run_1/port_nets.png
Scale: 4 px per um.
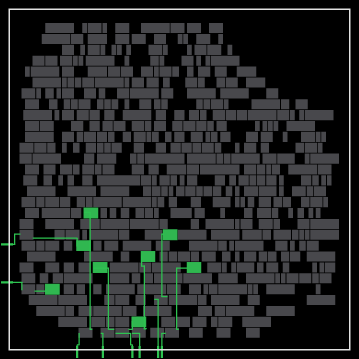
run_1/final_clocks.png
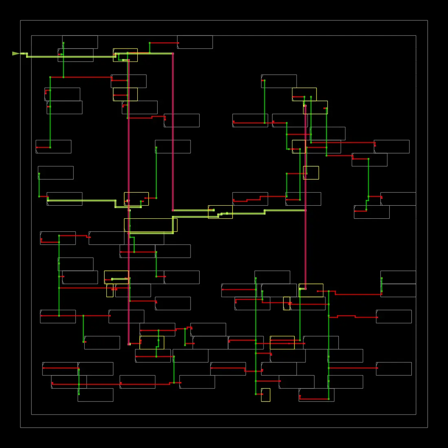
run_1/met2.png
Scale: 6 px per um. Cells faint in the background.
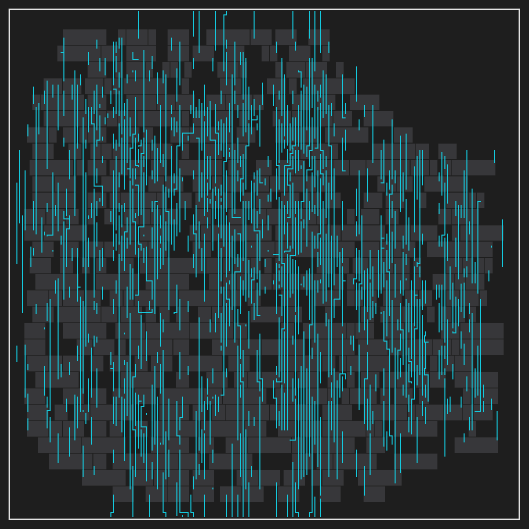
==> config.mk <==
export PLATFORM = sky130hd
export DESIGN_NAME = seg_scan_mux
export DESIGN_NICKNAME = d
export VERILOG_FILES = /design/src/rtl/seg_scan_mux.sv
export SDC_FILE = /design/constraint.sdc
export NUM_CORES = 1
export LEC_CHECK = 0
export ABC_AREA = 0
export CORE_MARGIN = 2
export CORE_UTILIZATION = 55
export DETAILED_ROUTE_END_ITERATION = 16
export PLACE_DENSITY = 0.83
export SLEW_MARGIN = 25
export SYNTH_ARGS = -nofsm -noshare
export SYNTH_HDL_FRONTEND = slang
export SYNTH_SLANG_ARGS = --single-unit
export TNS_END_PERCENT = 30
==> constraint.sdc <==
create_clock -name clk -period 3.2 [get_ports clk]
set_input_delay 0.32 -clock clk [delete_from_list [all_inputs] [get_ports clk]]
set_output_delay 0.32 -clock clk [all_outputs]
set_load 0.02 [all_outputs]
==> results.yml, run 1 <==
# flow metrics
logic_synthesis:
  yosys.area_share.aoi: 0.2037
  ys_ff: 66
  yosys_cells: 418
  yosys.area_share.adder: 0.006976
  synth-simple-area-share: 0.2689
  synthFlopType: "dfxtp_1"
  topCellsByArea: "dfxtp_1, mux2i_1, a2111oi_0"
  floorplan.nets: 456
  synth-async-reset-ratio: 0
  yosys.area.top_type_share: 0.3683
  syn_inst: 418
  syn_area_sq_um: 3587
  synth.most_common_cell: "dfxtp_1"
  ys_sh_xor: 0.03907
setup_path:
  crit_fanout: 42
  path_buffers: 1
  worst-r2r-cell-count: 8
  crit_cells: 8
  r2r_slack_ps: 330
  crit_family: "AND-OR/OR-AND gates"
  slowest_stage: "o21bai_1"
  end_kind: "flip-flop"
sta:
  finalHoldViolations: 0
  period_minus_slack_ps: 2866
  slew_violations: 0
  whs_ps: 468.7
  setup_tns_ps: 0
  finalWorstSetupSlack_ps: 333.6
power_and_ir_drop:
  leakagePower_nw: 1.680
  power.density_nw_per_um2: 398.4
  seq-power_uw: 863
  power_mw: 1.727
  p_seq_frac: 0.500
  powerComb_uw: 161
  p_switching_uw: 407.5
  vdd_drop_max_mv: 0.2750
  internal_power_mw: 1.319
  swShare: 0.2360
final_layout:
  flop_area_sq_um: 1321
  buf_share: 0.1345
  area_dominant_class: "multi-input combinational cells"
  largest_reg_flops: 32
  clock_area_frac: 0.04532
  comb_cells: 300
  stdcell_area_sq_um: 4334
  antenna_cells: 0
  n_fill_cell: 512
  final_util: 0.6865
  mostFrequentLayoutCell: "dfxtp_1"
  seq_share: 0.3049
  comb_area_share: 0.4749
  comb_area_sq_um: 2058
  area_growth_syn_to_layout_pct: 20.82
  final_cell_mix: "dfxtp_1, clkdlybuf4s50_1, nor2_1, nand2_1"
die:
  die-area_sq_um: 7184
  die_w_um: 84.76
  die_y_um: 84.76
  core_area_sq_um: 6314
  fp_util: 0.5682
grt:
  grt_pass1_vias: 3086
  antenna_found_initial: 0
  grt_pass1_wl_mm: 14.38
  use_met1: 0.3037
  globalRoute.totalOverflow: 0
  gr-usage-all-layers: 0.2516
  grtUsageMet3: 0.05506
route:
  via_per_inst: 6.090
  wl_met2_mm: 4.355
  firstDrtPassIters: 5
  drtIter0Drc: 274
  routedWlPerCell_um: 16.11
  top_layer_used: "met4"
  wl_met3_um: 468
flow_run:
  cap_violations: 0
  tool_warnings: 27
clock_tree:
  cts_hold_buf: 0
  cts.clk_slew.worst_paths_ps: 70
  root_buffer: "clkbuf_8"
  cts_tree: "done"
  clk_path_buf_depth: 2
  cts_max_level: 3
  cts_resized: 0
status:
  status: "finished clean"
worst_hold_path:
  hold_depth: 1
About port_nets.png:
port	colour	bits	direction	end cells	buffers	wire
seg_seconds_units	green	8	input	8	8	174 um
io pins: 49
Port Buffer Count: 47

About final_clocks.png:
CTS sink cnt: 66
Num CTS Buffers: 9
number of clock-tree buffers in the layout: 12
flip-flops: 66
clock network power: 702 uW

About met2.png:
share of all routed wire	50%
longest straight run	29.2 um
nets with wire on the layer	433
Routed WL: 8.734 mm
M2 GR Usage: 0.4230
via count: 3301

==> run 2, diff against run 1 <==
--- a/config.mk
+++ b/config.mk
@@ -9,6 +9,7 @@
 export CORE_MARGIN = 2
 export CORE_UTILIZATION = 55
 export DETAILED_ROUTE_END_ITERATION = 16
+export GPL_TIMING_DRIVEN = 0
 export PLACE_DENSITY = 0.83
 export SLEW_MARGIN = 25
 export SYNTH_ARGS = -nofsm -noshare
==> run 2 against run 1 <==
Design area rose by 0.69%. Clock-buffer cell count fell by 1. Worst setup slack improved by 100 ps. Clock skew rose by 2.9 ps. Utilization rose by 0.48 points. Power rose by 2.6%. Die size did not move. Routed wire length rose by 8.1%. Clock power rose by 5.8%. Sequential share of layout area fell by 0.21 points.
==> results.yml, run 2 <==
# flow metrics
grt:
  use_met2: 0.4567
  globalRoute.totalOverflow: 0
  use_met1: 0.3229
  antenna_found_initial: 0
  gr-usage-all-layers: 0.2665
  grt_pass1_vias: 3201
route:
  routedWlPerCell_um: 16.94
  via_per_inst: 6.057
  drtIter0Drc: 381
  postRouteWirelength_mm: 9.438
  top_layer_used: "met4"
  wl_met2_mm: 4.677
  wl_met3_um: 545
final_layout:
  area_growth_syn_to_layout_pct: 21.66
  comb_area_sq_um: 2047
  comb_cells: 300
  antenna_cells: 0
  flop-count: 66
  comb_area_share: 0.4690
  largest_reg_flops: 32
  mostFrequentLayoutCell: "dfxtp_1"
  clock_area_frac: 0.04903
  flop_area_sq_um: 1321
  n_fill_cell: 539
  buf_share: 0.1390
power_and_ir_drop:
  leakagePower_nw: 1.691
  powerComb_uw: 164
  vdd_drop_max_mv: 0.3518
  swShare: 0.2433
  seq-power_uw: 864
  p_switching_uw: 431.1
place:
  io_buffers: 46
logic_synthesis:
  syn_area_sq_um: 3587
  syn_inst: 418
  yosys.area.top_type_share: 0.3683
  yosys.area_share.adder: 0.006976
  ys_ff: 66
  synthFlopType: "dfxtp_1"
setup_path:
  end_kind: "flip-flop"
  crit_family: "simple AND/OR/NAND/NOR gates"
  crit_fanout: 10
  path_buffers: 1
  r2r_slack_ps: 440
  crit_cells: 7
die:
  die-area_sq_um: 7184
  die_y_um: 84.76
  die_w_um: 84.76
worst_hold_path:
  hold_depth: 2
flow_run:
  cap_violations: 0
  tool_warnings: 27
sta:
  slew_violations: 0
  period_minus_slack_ps: 2765
  setup_tns_ps: 0
  finalHoldViolations: 0
  finalWorstSetupSlack_ps: 435.1
status:
  status: "finished clean"
clock_tree:
  cts_resized: 0
  clk_path_buf_depth: 2
  cts_buffers: 9
  cts_tree: "done"
  cts_num_sinks: 66
run_2/final_clocks.png
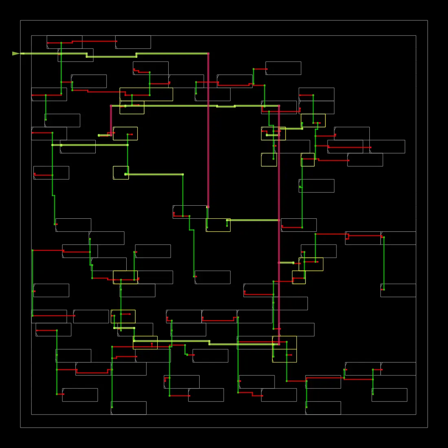
clock network power: 743 uW
number of clock-tree buffers in the layout: 11
clk_skew: 8.688 ps
Insertion Delay late pin: 350 ps

run_2/cell_classes.png
Scale: 4 px per um. Fill, decap, tap and diode cells in grey.
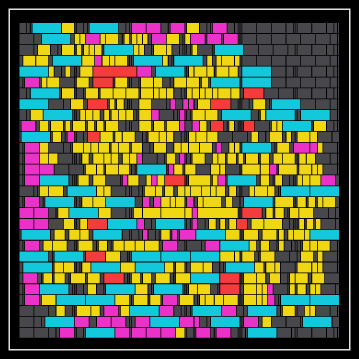
class	colour	cells	share of their area
all other logic	yellow	321	50%
clock drivers and dummy loads	red	16	5.0%
other buffers and delay cells	magenta	77	14%
flip-flops	cyan	66	31%
Seq/total area: 0.3028
Final Util: 0.6912
post-route cell area: 4364 sq um
row cnt: 29
CORE AREA: 6314 sq um

Power is estimated from default activity; no workload was simulated.
